$ cat src/rtl/mem_access_unit.sv
// MEM-stage data-memory access controller: req/ack transaction, pipeline stall,
// load alignment/extension, store lane replication and timeout/alignment faults.
module mem_access_unit #(
    parameter int unsigned MAX_WAIT = 15
) (
    input  logic        clk,
    input  logic        rst_n,
    input  logic        mem_memread,
    input  logic        mem_memwrite,
    input  logic [1:0]  mem_size,
    input  logic        mem_unsigned,
    input  logic [31:0] mem_alu_out,
    input  logic [31:0] mem_write_data,
    output logic        dm_req,
    output logic        dm_we,
    output logic [31:0] dm_addr,
    output logic [31:0] dm_wdata,
    output logic [3:0]  dm_be,
    input  logic [31:0] dm_rdata,
    input  logic        dm_ack,
    output logic [31:0] memory_read,
    output logic        mem_stall,
    output logic        mem_fault
);

    typedef enum logic [1:0] {IDLE, BUSY, DONE} state_t;

    state_t      state;
    logic [7:0]  cnt;
    logic [1:0]  off_q;
    logic [1:0]  size_q;
    logic        uns_q;
    logic        access;
    logic        illegal;
    logic [3:0]  be_n;
    logic [31:0] wdata_n;
    logic [31:0] load_data;
    logic [7:0]  lb;
    logic [15:0] lh;

    assign access = mem_memread | mem_memwrite;
    assign mem_stall = (state == BUSY) | ((state == IDLE) & access);

    always_comb begin
        illegal = 1'b0;
        if (mem_memread & mem_memwrite)
            illegal = 1'b1;
        unique case (mem_size)
            2'b00: ;
            2'b01: if (mem_alu_out[0]) illegal = 1'b1;
            2'b10: if (|mem_alu_out[1:0]) illegal = 1'b1;
            default: illegal = 1'b1;
        endcase
    end

    // Loads always fetch the whole word; byte enables only narrow stores.
    always_comb begin
        be_n    = 4'b1111;
        wdata_n = 32'h0;
        if (mem_memwrite) begin
            unique case (mem_size)
                2'b00: begin
                    be_n    = 4'b0001 << mem_alu_out[1:0];
                    wdata_n = {4{mem_write_data[7:0]}};
                end
                2'b01: begin
                    be_n    = mem_alu_out[1] ? 4'b1100 : 4'b0011;
                    wdata_n = {2{mem_write_data[15:0]}};
                end
                default: begin
                    be_n    = 4'b1111;
                    wdata_n = mem_write_data;
                end
            endcase
        end
    end

    always_comb begin
        lb        = dm_rdata[{off_q, 3'b000} +: 8];
        lh        = off_q[1] ? dm_rdata[31:16] : dm_rdata[15:0];
        load_data = dm_rdata;
        if (dm_we)
            load_data = 32'h0;
        else if (size_q == 2'b00)
            load_data = {{24{~uns_q & lb[7]}}, lb};
        else if (size_q == 2'b01)
            load_data = {{16{~uns_q & lh[15]}}, lh};
    end

    always_ff @(posedge clk or negedge rst_n) begin
        if (!rst_n) begin
            state       <= IDLE;
            cnt         <= 8'd0;
            off_q       <= 2'b00;
            size_q      <= 2'b00;
            uns_q       <= 1'b0;
            dm_req      <= 1'b0;
            dm_we       <= 1'b0;
            dm_addr     <= 32'h0;
            dm_wdata    <= 32'h0;
            dm_be       <= 4'h0;
            memory_read <= 32'h0;
            mem_fault   <= 1'b0;
        end else begin
            unique case (state)
                IDLE: begin
                    if (access && illegal) begin
                        mem_fault   <= 1'b1;
                        memory_read <= 32'h0;
                        state       <= DONE;
                    end else if (access) begin
                        dm_req   <= 1'b1;
                        dm_we    <= mem_memwrite;
                        dm_addr  <= {mem_alu_out[31:2], 2'b00};
                        dm_be    <= be_n;
                        dm_wdata <= wdata_n;
                        off_q    <= mem_alu_out[1:0];
                        size_q   <= mem_size;
                        uns_q    <= mem_unsigned;
                        cnt      <= 8'd0;
                        state    <= BUSY;
                    end
                end
                BUSY: begin
                    if (dm_ack) begin
                        dm_req      <= 1'b0;
                        memory_read <= load_data;
                        mem_fault   <= 1'b0;
                        state       <= DONE;
                    end else if (cnt == 8'(MAX_WAIT - 1)) begin
                        // cnt counts completed BUSY cycles before this one
                        dm_req      <= 1'b0;
                        memory_read <= 32'h0;
                        mem_fault   <= 1'b1;
                        state       <= DONE;
                    end else begin
                        cnt <= cnt + 8'd1;
                    end
                end
                default: state <= IDLE;
            endcase
        end
    end

endmodule
$ cat config.mk
export PLATFORM = sky130hd
export DESIGN_NAME = mem_access_unit
export DESIGN_NICKNAME = d
export VERILOG_FILES = /design/src/rtl/mem_access_unit.sv
export SDC_FILE = /design/constraint.sdc
export NUM_CORES = 1
export LEC_CHECK = 0
export CAP_MARGIN = 20
export CORE_MARGIN = 5
export CORE_UTILIZATION = 23
export DETAILED_ROUTE_END_ITERATION = 7
export SLEW_MARGIN = 30
export SYNTH_ARGS = -nofsm -noshare
export SYNTH_HDL_FRONTEND = slang
export SYNTH_SLANG_ARGS = --single-unit
$ cat constraint.sdc
create_clock -name clk -period 4.8 [get_ports clk]
set_input_delay 0.96 -clock clk [delete_from_list [all_inputs] [get_ports clk]]
set_output_delay 0.96 -clock clk [all_outputs]
set_load 0.02 [all_outputs]
==> images/cell_classes.png <==
Fill, decap, tap and diode cells in grey.
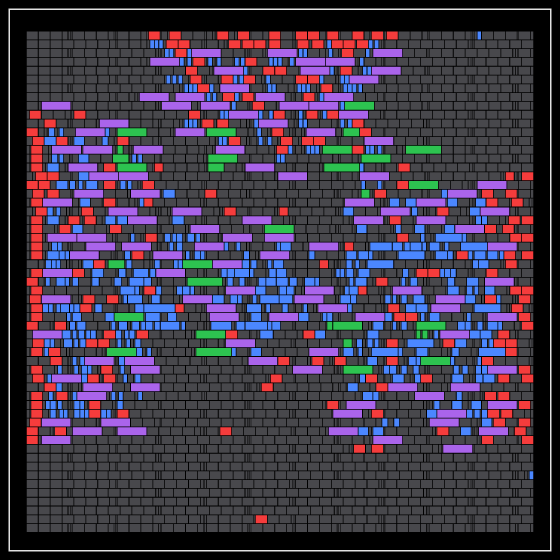
colour	class	cells
blue	all other logic	427
red	other buffers and delay cells	212
green	clock drivers and dummy loads	31
purple	flip-flops	116
sequential share of cell area: 33.7%
final instance area: 8620 um2

==> images/final_clocks.png <==
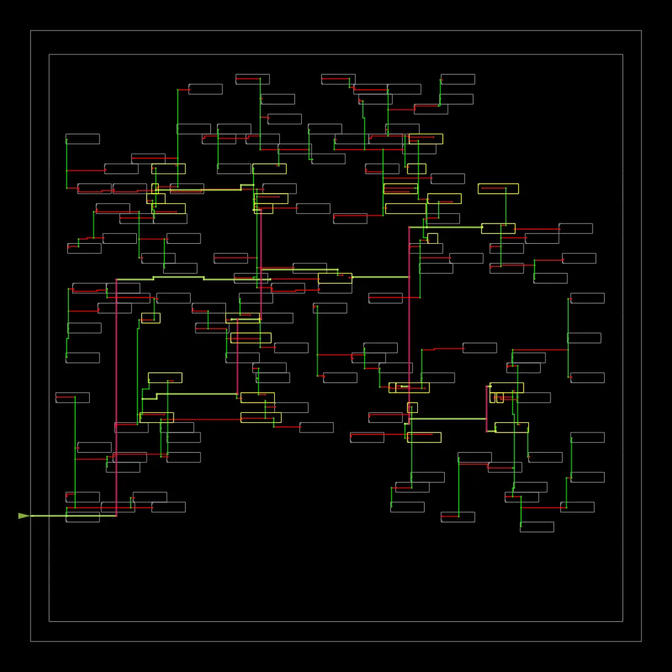
P_clk: 1.37 mW
Clock Skew: 9.79 ps
clock buf count: 22
Clock Latency Late Sink: 420 ps

==> ci_impl_report.md <==
## PnR job results

| Metric | Value |
|---|---|
| Number of global-route vias before repair | `5135` |
| Average vias per placed instance | `4.62` |
| Synth warn | `0` |
| Hold Path Depth | `2` |
| Reg2reg setup slack | `2640 ps` |
| # clock sinks | `116` |
| Ports | `208` |
| Number of setup buffers added after CTS | `0` |
| GRT met2 Usage | `20.1%` |
| Top non-seq family | `simple AND/OR/NAND/NOR gates` |
| Compound-Gate Fraction of Synth Area | `18.5%` |
| Total track usage | `13.7%` |
| XOR/XNOR share of the synthesized area | `0.618%` |
| Core Footprint | `24300 um2` |
| Die height | `167 um` |
| Post-route DRC | `0` |
| Status | `completed` |
| Max Cap Viol | `0` |
| Remaining antenna violation count after routing | `0` |
| Ys async rst share | `100%` |
| Yosys cell count | `582` |
| Layout Nets | `884` |
| Crit path to | `mem_stall` |
| Cell variety after synth | `58` |
| Area after DPL | `7990 um2` |
| Cts bufs inserted | `17` |
| CP max stage delay | `700 ps` |
| R2R Path Start | `off_q[0]$_DFFE_PN0P_` |
| Clock slew at reported path FFs | `60 ps` |
| Via count | `5128` |
| Setup TNS | `0 ps` |
| Tot Pwr | `5.46 mW` |
| Pre-Place Util | `23.3%` |
| Final cell count without fillers | `1110` |
| Crit path max-delay family | `buffers and inverters` |
| Top cells by count | `132 x nand2_1, 116 x dfrtp_1, 49 x o21ai_0, 42 x nor2_1, 25 x o2bb2ai_1` |
| CP Launch Point | `mem_memread` |
| Cell with the largest stage delay on the worst path | `clkdlybuf4s50_1` |
| CP bufs+invs | `2` |
| Top cell excl fill/tap | `clkdlybuf4s50_1` |
| Metal2 WL | `8500 um` |
| # port buffers | `205` |
| Worst Hold Launch | `dm_addr[28]$_DFFE_PN0P_` |
| Dominant cell area share | `51.2%` |
==> images/metal_stack.png <==
The bar under the picture is 50 um long. Two of the layers only.
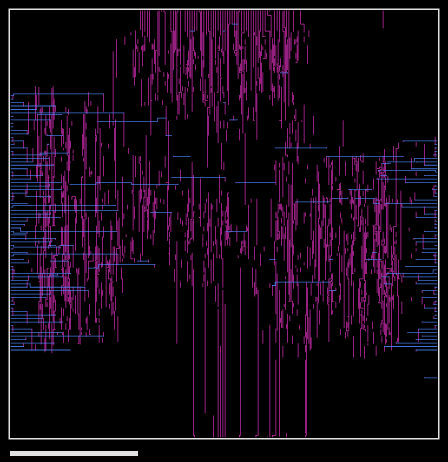
colour	layer	wire length
magenta	met2	8500 um
blue	met3	1690 um
drt wl/cell: 17.4 um
Post-Route WL: 19300 um

==> layout make-up <==
class / count / area (um2) / share of cell area [%]
Inverter: 19 / 71.3 / 0.827
Clock buffer: 22 / 484 / 5.61
Sequential cell: 116 / 2900 / 33.7
Multi-Input combinational cell: 408 / 2510 / 29.1
Clock inverter: 9 / 150 / 1.74
Timing Repair Buffer: 212 / 2100 / 24.4
Tap cell: 324 / 405 / 4.70
==> report_power, final <==
part / switching [mW] / total, mW / internal, mW
Combinational: 1.32 / 2.42 / 1.10
Sequential: 0.299 / 1.67 / 1.37
Clock: 0.457 / 1.37 / 0.918
Total: 2.08 / 5.46 / 3.39
Power is estimated from default activity; no workload was simulated.
